===== src/rtl/bus_arb_pkg.sv =====
`default_nettype none
// bus_arb_pkg: shared state type and default sizing for the bus arbiter.
package bus_arb_pkg;

  typedef enum logic {
    ARB_IDLE  = 1'b0,
    ARB_GRANT = 1'b1
  } arb_state_t;

  localparam int BUS_ARB_N_REQ     = 3;
  localparam int BUS_ARB_DATA_W    = 8;
  localparam int BUS_ARB_MAX_BURST = 4;

endpackage : bus_arb_pkg
`default_nettype wire


===== src/rtl/bus_arbiter_rr_pick.sv =====
`default_nettype none
// rr_pick: combinational round-robin picker; first set request at or above ptr, wrapping.
module rr_pick #(
  parameter int N_REQ = 3,
  parameter int PTR_W = 2
) (
  input  logic [N_REQ-1:0] req,
  input  logic [PTR_W-1:0] ptr,
  output logic [N_REQ-1:0] win,
  output logic             any
);

  localparam int SW = PTR_W + 1;

  logic [SW-1:0]    sum;
  logic [PTR_W-1:0] idx;
  logic             found;

  assign any = |req;

  // One extra bit on the sum so ptr+k cannot overflow before the wrap.
  always_comb begin
    win   = '0;
    found = 1'b0;
    sum   = '0;
    idx   = '0;
    for (int k = 0; k < N_REQ; k++) begin
      sum = {1'b0, ptr} + SW'(k);
      if (sum >= SW'(N_REQ)) begin
        sum = sum - SW'(N_REQ);
      end
      idx = sum[PTR_W-1:0];
      if (!found && req[idx]) begin
        win[idx] = 1'b1;
        found    = 1'b1;
      end
    end
  end

endmodule : rr_pick
`default_nettype wire


===== src/rtl/bus_arbiter.sv =====
`default_nettype none
// bus_arbiter: round-robin sharing of one registered output bus with backpressure.
// Optional burst limit per grant is enabled by defining BUS_ARB_BURST_LIMIT_EN.
module bus_arbiter
  import bus_arb_pkg::*;
#(
  parameter int N_REQ     = BUS_ARB_N_REQ,
  parameter int DATA_W    = BUS_ARB_DATA_W,
  parameter int MAX_BURST = BUS_ARB_MAX_BURST
) (
  input  logic                    clk,
  input  logic                    rst,
  input  logic [N_REQ-1:0]        req,
  input  logic [N_REQ*DATA_W-1:0] data_in,
  output logic [N_REQ-1:0]        gnt,
  output logic [N_REQ-1:0]        ack,
  output logic [DATA_W-1:0]       bus_out,
  output logic                    bus_valid,
  input  logic                    bus_ready
);

  localparam int PTR_W = $clog2(N_REQ);

  arb_state_t       state;
  logic [PTR_W-1:0] ptr;
  logic [PTR_W-1:0] own;
  logic [PTR_W-1:0] own_next;
  logic [PTR_W-1:0] win_idx;
  logic [N_REQ-1:0] win;
  logic             any;
  logic             can_load;
  logic             own_req;
  logic             xfer;
  logic             burst_done;
  logic             release_own;
  logic [DATA_W-1:0] own_data;

  rr_pick #(
    .N_REQ (N_REQ),
    .PTR_W (PTR_W)
  ) u_rr_pick (
    .req (req),
    .ptr (ptr),
    .win (win),
    .any (any)
  );

  // gnt is zero outside ARB_GRANT, so ack needs no separate state qualifier.
  assign can_load = !bus_valid || bus_ready;
  assign ack      = gnt & req & {N_REQ{can_load}};
  assign xfer     = |ack;
  assign own_req  = |(gnt & req);

  always_comb begin
    own_data = '0;
    win_idx  = '0;
    for (int i = 0; i < N_REQ; i++) begin
      own_data = own_data | (data_in[i*DATA_W +: DATA_W] & {DATA_W{gnt[i]}});
      if (win[i]) begin
        win_idx = PTR_W'(i);
      end
    end
  end

  assign own_next = (own == PTR_W'(N_REQ - 1)) ? '0 : own + PTR_W'(1);

`ifdef BUS_ARB_BURST_LIMIT_EN
  localparam int CNT_W = $clog2(MAX_BURST + 1);

  logic [CNT_W-1:0] beat_cnt;

  assign burst_done = xfer && (beat_cnt == CNT_W'(MAX_BURST - 1));

  always_ff @(posedge clk or posedge rst) begin
    if (rst) begin
      beat_cnt <= '0;
    end else if (state == ARB_IDLE) begin
      beat_cnt <= '0;
    end else if (xfer) begin
      beat_cnt <= beat_cnt + CNT_W'(1);
    end
  end
`else
  logic [31:0] unused_max_burst;

  assign burst_done       = 1'b0;
  assign unused_max_burst = 32'(MAX_BURST);
`endif

  assign release_own = (state == ARB_GRANT) && (!own_req || burst_done);

  always_ff @(posedge clk or posedge rst) begin
    if (rst) begin
      state <= ARB_IDLE;
      gnt   <= '0;
      ptr   <= '0;
      own   <= '0;
    end else begin
      case (state)
        ARB_IDLE: begin
          if (any) begin
            gnt   <= win;
            own   <= win_idx;
            state <= ARB_GRANT;
          end
        end
        ARB_GRANT: begin
          if (release_own) begin
            gnt   <= '0;
            ptr   <= own_next;
            state <= ARB_IDLE;
          end
        end
        default: begin
          gnt   <= '0;
          state <= ARB_IDLE;
        end
      endcase
    end
  end

  // Output stage runs independently of the FSM so a held beat drains after release.
  always_ff @(posedge clk or posedge rst) begin
    if (rst) begin
      bus_out   <= '0;
      bus_valid <= 1'b0;
    end else if (xfer) begin
      bus_out   <= own_data;
      bus_valid <= 1'b1;
    end else if (bus_valid && bus_ready) begin
      bus_valid <= 1'b0;
    end
  end

endmodule : bus_arbiter
`default_nettype wire

===== config.mk =====
export PLATFORM = sky130hd
export DESIGN_NAME = bus_arbiter
export DESIGN_NICKNAME = d
export VERILOG_FILES = /design/src/rtl/bus_arb_pkg.sv /design/src/rtl/bus_arbiter_rr_pick.sv /design/src/rtl/bus_arbiter.sv
export SDC_FILE = /design/constraint.sdc
export NUM_CORES = 1
export LEC_CHECK = 0
export CAP_MARGIN = 5
export CORE_MARGIN = 1.5
export CORE_UTILIZATION = 39
export CTS_BUF_LIST = sky130_fd_sc_hd__clkbuf_2
export DETAILED_ROUTE_END_ITERATION = 6
export GPL_TIMING_DRIVEN = 0
export HOLD_SLACK_MARGIN = 0.12
export PLACE_DENSITY = 0.8
export SLEW_MARGIN = 30
export SYNTH_ARGS = -nofsm -noshare
export SYNTH_HDL_FRONTEND = slang
export SYNTH_SLANG_ARGS = --single-unit

===== constraint.sdc =====
create_clock -name clk -period 1.8 [get_ports clk]
set_clock_uncertainty 0.2 [all_clocks]
set_input_delay 0.27 -clock clk [delete_from_list [all_inputs] [get_ports clk]]
set_output_delay 0.27 -clock clk [all_outputs]
set_load 0.01 [all_outputs]

==> ci_impl_report.md <==
### Flow metrics

| Metric | Value |
|---|---|
| Status | complete, but fails checks |
| Failing checks | setup timing |
| H-tree depth | 1 |
| Leakage power | approximately 0.7 nW |
| Log Warnings | 32 |
| Most frequent logic cell in the layout | clkdlybuf4s50_1 |
| Post-DP Area | 1500 um2 |
| Flop-to-flop setup slack | -0.13 ns |
| Port Buffers | 44 |
| RSZ-0062 raised after global routing | yes |
| Die width | about 54 um |
| Pwr per Cell Area | between 1500 and 2000 nW/um2 |
| Die height | ~54 um |
| Most common logic cells in the final layout | clkdlybuf4s50_1 (38), nor2_1 (15), dfrtp_1 (15), nand2_1 (9), a21oi_1 (9) |
| Syn Inst Count | 109 |
| Yosys stat area | 1020 um2 |
| GR Util All Layers | a little under a fifth |
| Drt first-iter violations | between 40 and 50 |
| Worst slew pin tran | approximately 0.63 ns |
| Syn Area/Cell | ~9.3 um2 |
| Area share, top type | 41.9% |
| Worst Setup Start Kind | flop |
| Critical Path AT | roughly 1.9 ns |
| Ys flops | 17 |
| Final setup fails | 5 |
| Filler cells | ~210 |
| Period minus WS final | 1.93 ns |
| Slew HR | around three fifths |
| Clk slew on worst S/H paths | 0.15 ns |
| CTS tree | built |
| Post-synth top area cell | dfrtp_1 |
| VDD IR max | ~1.1 mV |
| Nets | about 200 |
| Insertion Delay late pin | 0.28 ns |
| Share of layout cells above drive strength 1 | between 20% and 30% |
| Hold Violations, Final | 0 |
| Type of the worst min-delay path | primary input to async pin |
| Vias/cell | about 5.4 |
| Synth warnings | 0 |
| Chip Area | ~2900 um2 |
| Fin. max-slew vios | 0 |
| Seq/Total Area, Yosys | approximately two fifths |
| Top cells, area | dfrtp_1 (42%), a222oi_1 (7.9%), nor2_1 (5.5%), a21oi_1 (5.4%), ha_1 (4.9%) |
| Reg-to-Reg End | gnt[2] |
| Total negative slack | -0.502 ns |
| Hold_ws | around 0.14 ns |
| Reg2reg path depth | 7 |
| Diode count | 0 |
| CTS Buf Count | 3 |
| Max Cap Violations | 0 |
| Antenna-violating nets left | 0 |
| Critical R2R Launch | ptr[0] |
| Crit path kind | flop to flop |
| Core Rows | 18 |
| Synthesized area | around 1000 um2 |
| # DRC | 0 |
| Core area | between 2000 and 2500 um2 |
| Pre-Place Util | between 40% and 50% |
| Crit path required time | 1.78 ns |
| Final Cell Area | roughly 1600 um2 |
| Setup ws final | -0.126 ns |
| First-pass GRT wire length | roughly 3.9 mm |
| Initial antenna violation count | 0 |
| Crit. End Element | flop |
| Number of global-route vias before repair | between 900 and 1,000 |
| Placer congestion estimate | a little under 0.8 |
| Grt total ovfl | 0 |
| Max FO, Critical Path | 4 |
| Pre-antenna DRT Iters | 4 |
| Clock Sinks | 17 |
| Syn-to-layout area delta | 58.6% |
| Largest net degree at the start of global routing | 18 |
| Clk root buf | clkbuf_2 |
| WL per Instance | 14.6 um |
| DPL Wire Length | between 2 and 2.5 mm |
| Longest Clk Path Bufs | 2 |
| Synth cell types | 31 |
| Crit share post-route | 107% |
| Final core occ | between 60% and 70% |
| Yosys Instances | between 100 and 150 |
| Boundary Pins | ~45 |
| Floorplan net count | between 100 and 150 |
| Fmax | 519 MHz |
-- metal layers --
| layer | up-vias | GRT usage [%] | wire length, um |
|---|---|---|---|
| met3 | 2 | 4.72 | 313 |
| met1 | 480 | 20.5 | 1110 |
| li1 | 501 | - | - |
| met5 | - | 0 | 0 |
| met2 | 48 | 35.4 | 1340 |
| met4 | 0 | 5.00 | 8 |
-- final cells by class --
type	count	area [um2]	area share [%]
Sequential cell	17	428	26.6
Clock buffer	4	20.0	1.24
Timing Repair Buffer	47	448	27.8
Multi-Input combinational cell	82	611	37.9
Inverter	5	18.8	1.16
Tap cell	30	37.5	2.33
Buffer	5	48.8	3.03
-- critical path, cell delays in order, from the launching register on --
cell and delay [ns]:
dfrtp_2 0.46, buf_6 0.13, ha_4 0.17, nand2b_4 0.14, mux2_4 0.31, a21oi_2 0.20, o31ai_4 0.08, o211a_1 0.13
-- power breakdown --
group / switching [mW] / leakage [nW] / internal (mW)
Sequential: 0.137 / 0.204 / 0.573
Combinational: 0.790 / 0.466 / 0.869
Clock: 0.107 / 0.0166 / 0.0589
-- timing repair --
item	in CTS	in global routing
setup endpoints to repair	8	10
buffers inserted	1	2
resized	22	11
hold buffers	0	0
pin swaps	1	1
-- cell families (layout without fill, tap and decap cells) --
logic type	Yosys count	after routing	synth area share, %
AND-OR/OR-AND	29	29	20.7
AND/OR/NAND/NOR	43	43	20.9
multiplexers	6	6	6.16
flip-flops	17	17	41.9
adder cells (fa/ha/maj)	4	4	4.93
buffers and inverters	10	61	5.42
-- metrics by stage --
stage | worst slack, ns | instances | power (mW)
2_1_floorplan | -0.00277 | 109 | 1.62
4_1_cts | -0.132 | 188 | 2.46
6_report | -0.126 | 190 | 2.53
3_3_place_gp | -0.255 | 183 | 2.09
5_1_grt | -0.211 | 190 | 2.73
3_5_place_dp | -0.297 | 183 | 2.15
-- cells in the mapped netlist, drive strengths merged --
cell type / instances
inv: 5
a222oi: 8
and3: 2
o221ai: 1
a21oi: 11
nor3b: 1
and2b: 1
nor2: 16
or2: 1
o31ai: 2
buf: 5
dfrtp: 17
o41ai: 1
or3: 1
ha: 4
o21a: 1
nand2b: 4
nand2: 9
nor3: 3
o211a: 1
nand3: 3
nor2b: 1
mux2: 2
mux2i: 4
nand3b: 1
o21ai: 4
-- how the worst max path moves through the flow --
| stage | to | start | slack [ns] |
|---|---|---|---|
| after floorplan | gnt[0] | ptr[1] | -0.003 |
| after global placement | ack[2] | req[2] | -0.25 |
| after detailed placement | ack[2] | req[2] | -0.30 |
| after CTS | gnt[0] | ptr[1] | -0.13 |
| after global routing | gnt[0] | ptr[1] | -0.21 |
| final | gnt[2] | ptr[0] | -0.13 |
-- registers in the layout (all words and copies together), names as in the netlist --
signal / cells
gnt: 3
ptr: 2
bus_out: 8
state: 1
own: 2
bus_valid: 1
Figure 1. Metal 1.
Scale: 6 px per um.
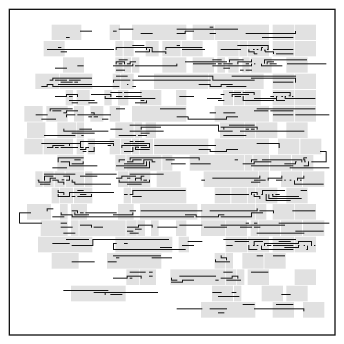
The wires run mostly horizontal. 156 nets have wire on it. The layer carries 1,110 um of wire. The layer holds 40% of the routed length.
routed via count: 1,031
met1 usage: 20.5%
routed wire length: 2.77 mm

Figure 2. The metal 2 layer.
Scale: 8 px per um.
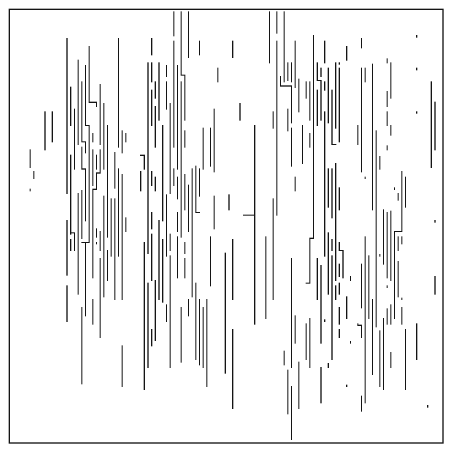
The layer holds 48% of the routed length. The wires run mostly vertical. The longest straight run is 25.3 um. The layer carries 1,340 um of wire. 167 nets have wire on it.
GR Util met2: 35.4%

Figure 3. Signal wires on met3.
Scale: 4 px per um.
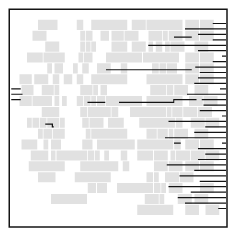
The wires run mostly horizontal. The layer carries 314 um of wire. The layer holds 11% of the routed length. The longest straight run is 21.2 um. 42 nets have wire on it.
GR Util met3: 4.72%

Figure 4. I/O pins on the die edge.
Scale: 8 px per um. Pins as bars across the die edge, other pins in gray.
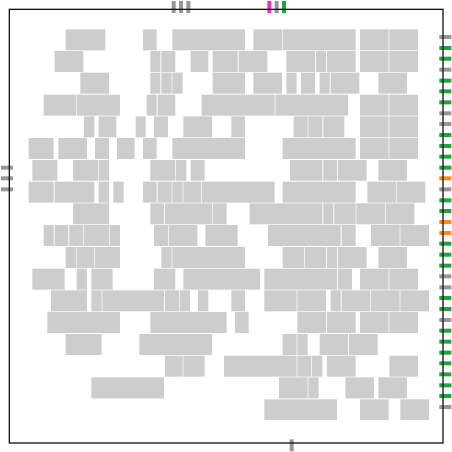
Green is data_in, pins 24, direction input, edge 23 east, 1 north. Orange is gnt, pins 3, direction output, edge east. Magenta is bus_ready, pins 1, direction input, edge north.
All pins by edge: 35 east, 6 north, 3 west, 1 south.

No activity file was given, so power comes from the tool's default toggle rates.
